`src/rtl/i2s_rx_interface_if.sv`:
```
// I2S receive bus: codec-side serial inputs plus the parallel sample outputs.
// master drives the serial lines (codec/model side); slave is the receiver.
interface i2s_rx_interface_if #(
    parameter int DATA_W = 24
);
    logic              i2s_bclk;
    logic              i2s_lr;
    logic              i2s_d_in;
    logic [DATA_W-1:0] audio_l_out;
    logic [DATA_W-1:0] audio_r_out;
    logic              sample_valid;
    logic              frame_err;
    logic              locked;

    modport master (
        output i2s_bclk, i2s_lr, i2s_d_in,
        input  audio_l_out, audio_r_out, sample_valid, frame_err, locked
    );

    modport slave (
        input  i2s_bclk, i2s_lr, i2s_d_in,
        output audio_l_out, audio_r_out, sample_valid, frame_err, locked
    );
endinterface

```
`src/rtl/i2s_rx_interface.sv`:
```
// I2S capture: oversamples codec BCLK/LRCLK/SDATA on clk and emits one
// left/right sample pair per LRCLK frame with a single-cycle valid strobe.
module i2s_rx_interface #(
    parameter int DATA_W      = 24,
    parameter int SYNC_STAGES = 2
) (
    input  logic                 clk,
    input  logic                 rst,
    i2s_rx_interface_if.slave    bus
);
    localparam int SLOT_W = $clog2(DATA_W + 2);
    localparam logic [SLOT_W-1:0] SLOT_DW  = SLOT_W'(DATA_W);
    localparam logic [SLOT_W-1:0] SLOT_MAX = SLOT_W'(DATA_W + 1);

    typedef enum logic [1:0] {
        SYNC_WAIT,
        LEFT,
        RIGHT
    } state_t;

    logic [SYNC_STAGES-1:0] bclk_sync_q;
    logic [SYNC_STAGES-1:0] lr_sync_q;
    logic [SYNC_STAGES-1:0] d_sync_q;
    logic                   bclk_prev_q;

    state_t                 state_q,     state_d;
    logic [SLOT_W-1:0]      slot_q,      slot_d;
    logic                   lr_prev_q,   lr_prev_d;
    logic [DATA_W-1:0]      shreg_q,     shreg_d;
    logic [DATA_W-1:0]      l_hold_q,    l_hold_d;
    logic                   got_left_q,  got_left_d;
    logic                   word_done_q, word_done_d;
    logic [DATA_W-1:0]      audio_l_q,   audio_l_d;
    logic [DATA_W-1:0]      audio_r_q,   audio_r_d;
    logic                   valid_q,     valid_d;
    logic                   err_q,       err_d;
    logic                   locked_q,    locked_d;

    logic                   bclk_s, lr_s, d_s, bclk_rise;
    logic [SLOT_W-1:0]      slot_inc;

    // lr and data come from the same stage as bclk so all three stay aligned.
    assign bclk_s    = bclk_sync_q[SYNC_STAGES-1];
    assign lr_s      = lr_sync_q[SYNC_STAGES-1];
    assign d_s       = d_sync_q[SYNC_STAGES-1];
    assign bclk_rise = bclk_s & ~bclk_prev_q;

    always_comb begin
        state_d     = state_q;
        slot_d      = slot_q;
        lr_prev_d   = lr_prev_q;
        shreg_d     = shreg_q;
        l_hold_d    = l_hold_q;
        got_left_d  = got_left_q;
        word_done_d = 1'b0;
        audio_l_d   = audio_l_q;
        audio_r_d   = audio_r_q;
        valid_d     = 1'b0;
        err_d       = 1'b0;
        locked_d    = locked_q;
        slot_inc    = (slot_q == SLOT_MAX) ? slot_q : slot_q + 1'b1;

        if (bclk_rise) begin
            if (lr_s != lr_prev_q) begin
                slot_d    = '0;
                lr_prev_d = lr_s;
                case (state_q)
                    SYNC_WAIT: begin
                        if (!lr_s) begin
                            state_d  = LEFT;
                            locked_d = 1'b1;
                        end
                    end
                    LEFT, RIGHT: begin
                        if (slot_q < SLOT_DW) begin
                            err_d      = 1'b1;
                            got_left_d = 1'b0;
                        end
                        state_d = lr_s ? RIGHT : LEFT;
                    end
                    default: state_d = SYNC_WAIT;
                endcase
            end else begin
                slot_d = slot_inc;
                if (slot_inc != '0 && slot_inc <= SLOT_DW) begin
                    shreg_d = {shreg_q[DATA_W-2:0], d_s};
                end
                word_done_d = (slot_inc == SLOT_DW) && (slot_q != SLOT_DW);
            end
        end

        // Word completes one cycle after its last bit lands in shreg.
        if (word_done_q) begin
            case (state_q)
                LEFT: begin
                    l_hold_d   = shreg_q;
                    got_left_d = 1'b1;
                end
                RIGHT: begin
                    // Only publish whole frames so L and R never mix.
                    if (got_left_q) begin
                        audio_r_d = shreg_q;
                        audio_l_d = l_hold_q;
                        valid_d   = 1'b1;
                    end
                    got_left_d = 1'b0;
                end
                default: ;
            endcase
        end
    end

    always_ff @(posedge clk or negedge rst) begin
        if (!rst) begin
            bclk_sync_q <= '0;
            lr_sync_q   <= '0;
            d_sync_q    <= '0;
            bclk_prev_q <= 1'b0;
            state_q     <= SYNC_WAIT;
            slot_q      <= '0;
            lr_prev_q   <= 1'b0;
            shreg_q     <= '0;
            l_hold_q    <= '0;
            got_left_q  <= 1'b0;
            word_done_q <= 1'b0;
            audio_l_q   <= '0;
            audio_r_q   <= '0;
            valid_q     <= 1'b0;
            err_q       <= 1'b0;
            locked_q    <= 1'b0;
        end else begin
            bclk_sync_q <= {bclk_sync_q[SYNC_STAGES-2:0], bus.i2s_bclk};
            lr_sync_q   <= {lr_sync_q[SYNC_STAGES-2:0], bus.i2s_lr};
            d_sync_q    <= {d_sync_q[SYNC_STAGES-2:0], bus.i2s_d_in};
            bclk_prev_q <= bclk_s;
            state_q     <= state_d;
            slot_q      <= slot_d;
            lr_prev_q   <= lr_prev_d;
            shreg_q     <= shreg_d;
            l_hold_q    <= l_hold_d;
            got_left_q  <= got_left_d;
            word_done_q <= word_done_d;
            audio_l_q   <= audio_l_d;
            audio_r_q   <= audio_r_d;
            valid_q     <= valid_d;
            err_q       <= err_d;
            locked_q    <= locked_d;
        end
    end

    assign bus.audio_l_out  = audio_l_q;
    assign bus.audio_r_out  = audio_r_q;
    assign bus.sample_valid = valid_q;
    assign bus.frame_err    = err_q;
    assign bus.locked       = locked_q;
endmodule

```
`src/flat_wrapper.sv`:
```
// flat-port wrapper written by rule: the top's interface ports become plain ports
module i2s_rx_interface_flat 
#(
    parameter int DATA_W      = 24,
    parameter int SYNC_STAGES = 2
)
  (clk, rst, bus_i2s_bclk, bus_i2s_lr, bus_i2s_d_in, bus_audio_l_out, bus_audio_r_out, bus_sample_valid, bus_frame_err, bus_locked);
  i2s_rx_interface_if #(.DATA_W(DATA_W)) bus_i ();
  input  logic clk;
  input  logic rst;
  input wire logic [$bits(bus_i.i2s_bclk)-1:0] bus_i2s_bclk;
  input wire logic [$bits(bus_i.i2s_lr)-1:0] bus_i2s_lr;
  input wire logic [$bits(bus_i.i2s_d_in)-1:0] bus_i2s_d_in;
  output wire logic [$bits(bus_i.audio_l_out)-1:0] bus_audio_l_out;
  output wire logic [$bits(bus_i.audio_r_out)-1:0] bus_audio_r_out;
  output wire logic [$bits(bus_i.sample_valid)-1:0] bus_sample_valid;
  output wire logic [$bits(bus_i.frame_err)-1:0] bus_frame_err;
  output wire logic [$bits(bus_i.locked)-1:0] bus_locked;
  assign bus_i.i2s_bclk = bus_i2s_bclk;
  assign bus_i.i2s_lr = bus_i2s_lr;
  assign bus_i.i2s_d_in = bus_i2s_d_in;
  assign bus_audio_l_out = bus_i.audio_l_out;
  assign bus_audio_r_out = bus_i.audio_r_out;
  assign bus_sample_valid = bus_i.sample_valid;
  assign bus_frame_err = bus_i.frame_err;
  assign bus_locked = bus_i.locked;
  i2s_rx_interface #(.DATA_W(DATA_W), .SYNC_STAGES(SYNC_STAGES)) u_core (.clk(clk), .rst(rst), .bus(bus_i));
endmodule
```
`config.mk`:
```
export PLATFORM = sky130hd
export DESIGN_NAME = i2s_rx_interface_flat
export DESIGN_NICKNAME = d
export VERILOG_FILES = /design/src/rtl/i2s_rx_interface_if.sv /design/src/rtl/i2s_rx_interface.sv /design/src/flat_wrapper.sv
export SDC_FILE = /design/constraint.sdc
export NUM_CORES = 1
export LEC_CHECK = 0
export CAP_MARGIN = 20
export CORE_MARGIN = 10
export CORE_UTILIZATION = 25
export CTS_CLUSTER_SIZE = 20
export DETAILED_ROUTE_END_ITERATION = 10
export GPL_ROUTABILITY_DRIVEN = 1
export GPL_TIMING_DRIVEN = 0
export SLEW_MARGIN = 30
export SYNTH_ARGS = -nofsm -noshare
export SYNTH_HDL_FRONTEND = slang
export SYNTH_SLANG_ARGS = --single-unit
```
`constraint.sdc`:
```
create_clock -name clk -period 2.3 [get_ports clk]
set_input_delay 0.345 -clock clk [delete_from_list [all_inputs] [get_ports clk]]
set_output_delay 0.345 -clock clk [all_outputs]
set_load 0.05 [all_outputs]
```
==> run_results.csv, run 1 <==
group,metric,value,unit
status,run_status,"complete, no violations",
timing,postLayoutSetupSlackWorst,0.0642,ns
clocking,cts-htree-levels,4,
cells_and_area,non_clock_inverters,8,
detailed_routing,topRoutingLayerUsed,"met4",
global_route,grt_antenna_before_repair,0,
power,pwr.group.clock,0.00290,W
detailed_routing,post_drt_via_cell_ratio,4.32,
place,place.detailed.instances,594,
synthesis,synth_async_sr_flop_share,100,%
critical_path,critical_path.reg2reg.endpoint,"u_core.shreg_q[15]",
cells_and_area,logic_area,1730,um^2
worst_hold_path,hp-start,"u_core.bclk_sync_q[0]",
clocking,cts-root-to-sink-buffers,2,
timing,final.min_clock_period,2.24,ns
job,openroad.warnings,31,
worst_hold_path,hold_crit_depth,0,
worst_hold_path,hp-class,"reg2reg",
critical_path,crit_end,"u_core.shreg_q[15]",
cells_and_area,final_layout_top_logic_cells,"sky130_fd_sc_hd__dfrtp_1 (114), sky130_fd_sc_hd__mux2_2 (76), sky130_fd_sc_hd__clkdlybuf4s50_1 (54)",
critical_path,worst-r2r-cell-count,9,
place,place_area,5590,um^2
global_route,largest_net_degree_at_the_start_of_global_routing,60,
critical_path,start_kind,"register",
power,combinationalPowerShare,15.4,%
critical_path,path_depth,9,
critical_path,worst-r2r-setup-slack,0.06,ns
synthesis,floorplan.nets,317,
cells_and_area,fill_cells,1811,
place,place_worst_setup_slack,-0.101,ns
cells_and_area,layout.buffer.nonclock.area_share,11.8,%
## run 1: synthesized netlist by cell type, drive strengths merged (2+ instances only)
library cell,number
nand2,9
nor3,3
buf,11
inv,8
o21ai,11
nand3,6
nand4b,2
dfrtp,116
o22ai,2
ha,8
mux2,96
o21a,2
nor2b,3
a21oi,5
nor2,4
## run 1: state kept, by name, indices dropped and copies added (netlist names)
signal / flops
u_core.bclk_prev_q: 1
u_core.bclk_sync_q: 2
u_core.bus.audio_l_out: 24
u_core.bus.audio_r_out: 24
u_core.bus.frame_err: 1
u_core.bus.locked: 1
u_core.bus.sample_valid: 1
u_core.d_sync_q: 2
u_core.got_left_q: 1
u_core.l_hold_q: 24
u_core.lr_prev_q: 1
u_core.lr_sync_q: 2
u_core.shreg_q: 24
u_core.slot_q: 5
u_core.state_q: 2
u_core.word_done_q: 1
Figure 1. Clock routing (run 1).
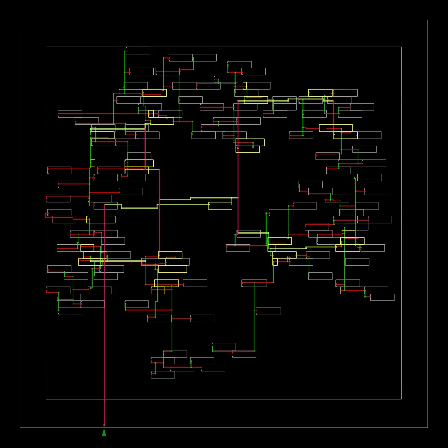
sequential cell count of the final layout: 116
clk latency late pin: 0.41 ns
number of buffers created by CTS: 17
number of clock buffers in the layout: 21
clock tree skew after final layout: 0.00772 ns

Figure 2. I/O nets highlighted (run 1).
Drawn at 3 px/um.
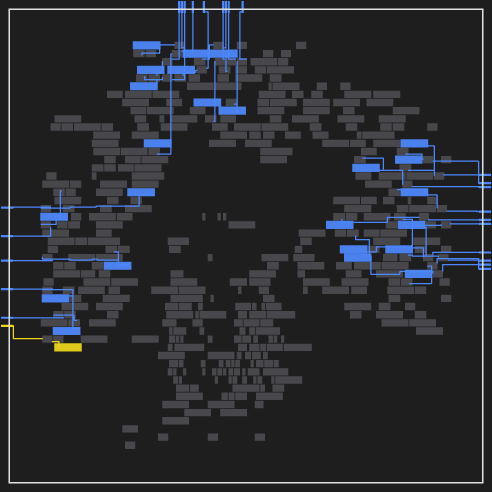
- yellow: bus_i2s_d_in (direction input; end cells 1; buffers 1; wire 18.6 um)
- blue: bus_audio_r_out (direction output; end cells 24; buffers 24; wire 890 um)
I/O Buffers: 55
number of top-level pins: 56

Figure 3. Selected gate families (run 1).
Drawn at 2 px/um.
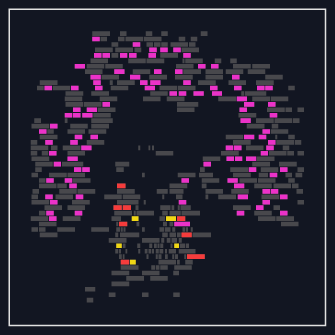
- yellow: non-inverting ao/oa cells (cells 5; where south)
- magenta: mux cells (cells 97)
- red: fa/ha/maj cells (cells 8)

Figure 4. Signal wires by layer (run 1).
Drawn at 2 px/um.
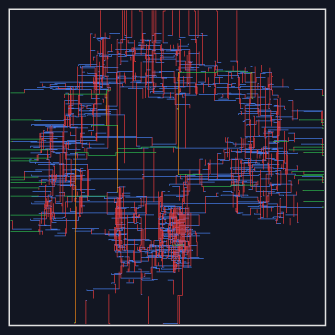
- orange: M4 (wire length 198 um)
- blue: M1 (wire length 4520 um)
- green: M3 (wire length 543 um)
- red: M2 (wire length 4570 um)
GRT Resource Usage Total: 8.42%
count of vias placed by the detailed router: 2715
total wire length: 9840 um

--- run 2 (diff from run 1) ---
Settings changed: SKIP_LAST_GASP set to 1.
Figure 5. I/O nets highlighted (run 2).
Drawn at 3 px/um.
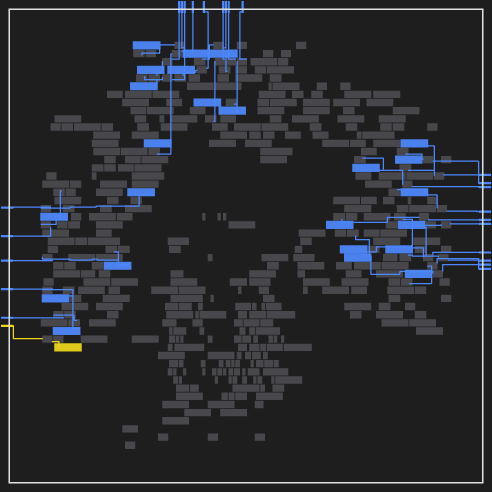

==> run_results.csv, run 2 <==
group,metric,value,unit
detailed_routing,post_drt_via_cell_ratio,4.32,
timing,postLayoutSetupSlackWorst,0.0642,ns
critical_path,path_depth,9,
cells_and_area,final_layout_top_logic_cells,"sky130_fd_sc_hd__dfrtp_1 (114), sky130_fd_sc_hd__mux2_2 (76), sky130_fd_sc_hd__clkdlybuf4s50_1 (54)",
timing,clock_skew,0.00772,ns
critical_path,crit-reg2reg-launch,"u_core.slot_q[1]",
place,io_buffers,55,
worst_hold_path,hp-start,"u_core.bclk_sync_q[0]",
detailed_routing,topRoutingLayerUsed,"met4",
synthesis,edf_count,0,
synthesis,synth-adder-area-share,2.12,%
synthesis,yosysMostFrequentCell,"sky130_fd_sc_hd__dfrtp_1",
synthesis,yosys-top-cells-count,"sky130_fd_sc_hd__dfrtp_1 (116), sky130_fd_sc_hd__mux2_2 (76), sky130_fd_sc_hd__mux2_4 (20)",
worst_hold_path,hold_crit_depth,0,
cells_and_area,postLayoutCellArea,6350,um^2
synthesis,floorplan.nets,317,
critical_path,start_kind,"register",
job,openroad.warnings,31,
cells_and_area,non_clock_inverters,8,
cells_and_area,fill_cells,1811,
cells_and_area,logic_area,1730,um^2
cells_and_area,flops,116,
synthesis,synth_top_cell_by_area,"sky130_fd_sc_hd__dfrtp_1",
clocking,cts_buffers,17,
global_route,largest_net_degree_at_the_start_of_global_routing,60,
place,place_area,5590,um^2
status,run_status,"complete, no violations",
cells_and_area,layout.clock_buffers,21,
synthesis,synth_async_sr_flop_share,100,%
critical_path,worst-r2r-cell-count,9,
worst_hold_path,hp-class,"reg2reg",
global_route,grt_antenna_before_repair,0,
place,place_worst_setup_slack,-0.101,ns
power,combinationalPowerShare,15.4,%
place,place.detailed.instances,594,
detailed_routing,vias,2715,
synthesis,top_area_share,61.6,%
synthesis,synth.area.mux_share,25.0,%
clocking,cts-htree-levels,4,
global_route,grt_use_total,8.42,%
timing,final.min_clock_period,2.24,ns
cells_and_area,layout.buffer.nonclock.area_share,11.8,%
clocking,cts-root-to-sink-buffers,2,
detailed_routing,finalWirelength,9840,um
## run 2: cell counts in the layout (fill, tap and decap cells not counted)
No cell type changed its count.
## run 2: worst paths after layout
kind,end,slack [ns]
worst min-delay path,u_core.bclk_sync_q[1],0.34
worst min register to register,u_core.bclk_sync_q[1],0.34
worst max register to register,u_core.shreg_q[15],0.06
min in group asynchronous,u_core.bclk_sync_q[0],0.44
worst max-delay path,u_core.shreg_q[15],0.06
max in group asynchronous,u_core.l_hold_q[13],1.21
## run 2: power by group through the flow
stage / Sequential (W) / Clock (W) / Combinational, W
after floorplan: 0.00239 / 0 / 0.000619
after global placement: 0.00239 / 0 / 0.000829
after detailed placement: 0.00240 / 0 / 0.000858
after CTS: 0.00237 / 0.00297 / 0.000893
after global routing: 0.00241 / 0.00307 / 0.00105
final: 0.00239 / 0.00290 / 0.000962
Power is estimated from default activity; no workload was simulated.
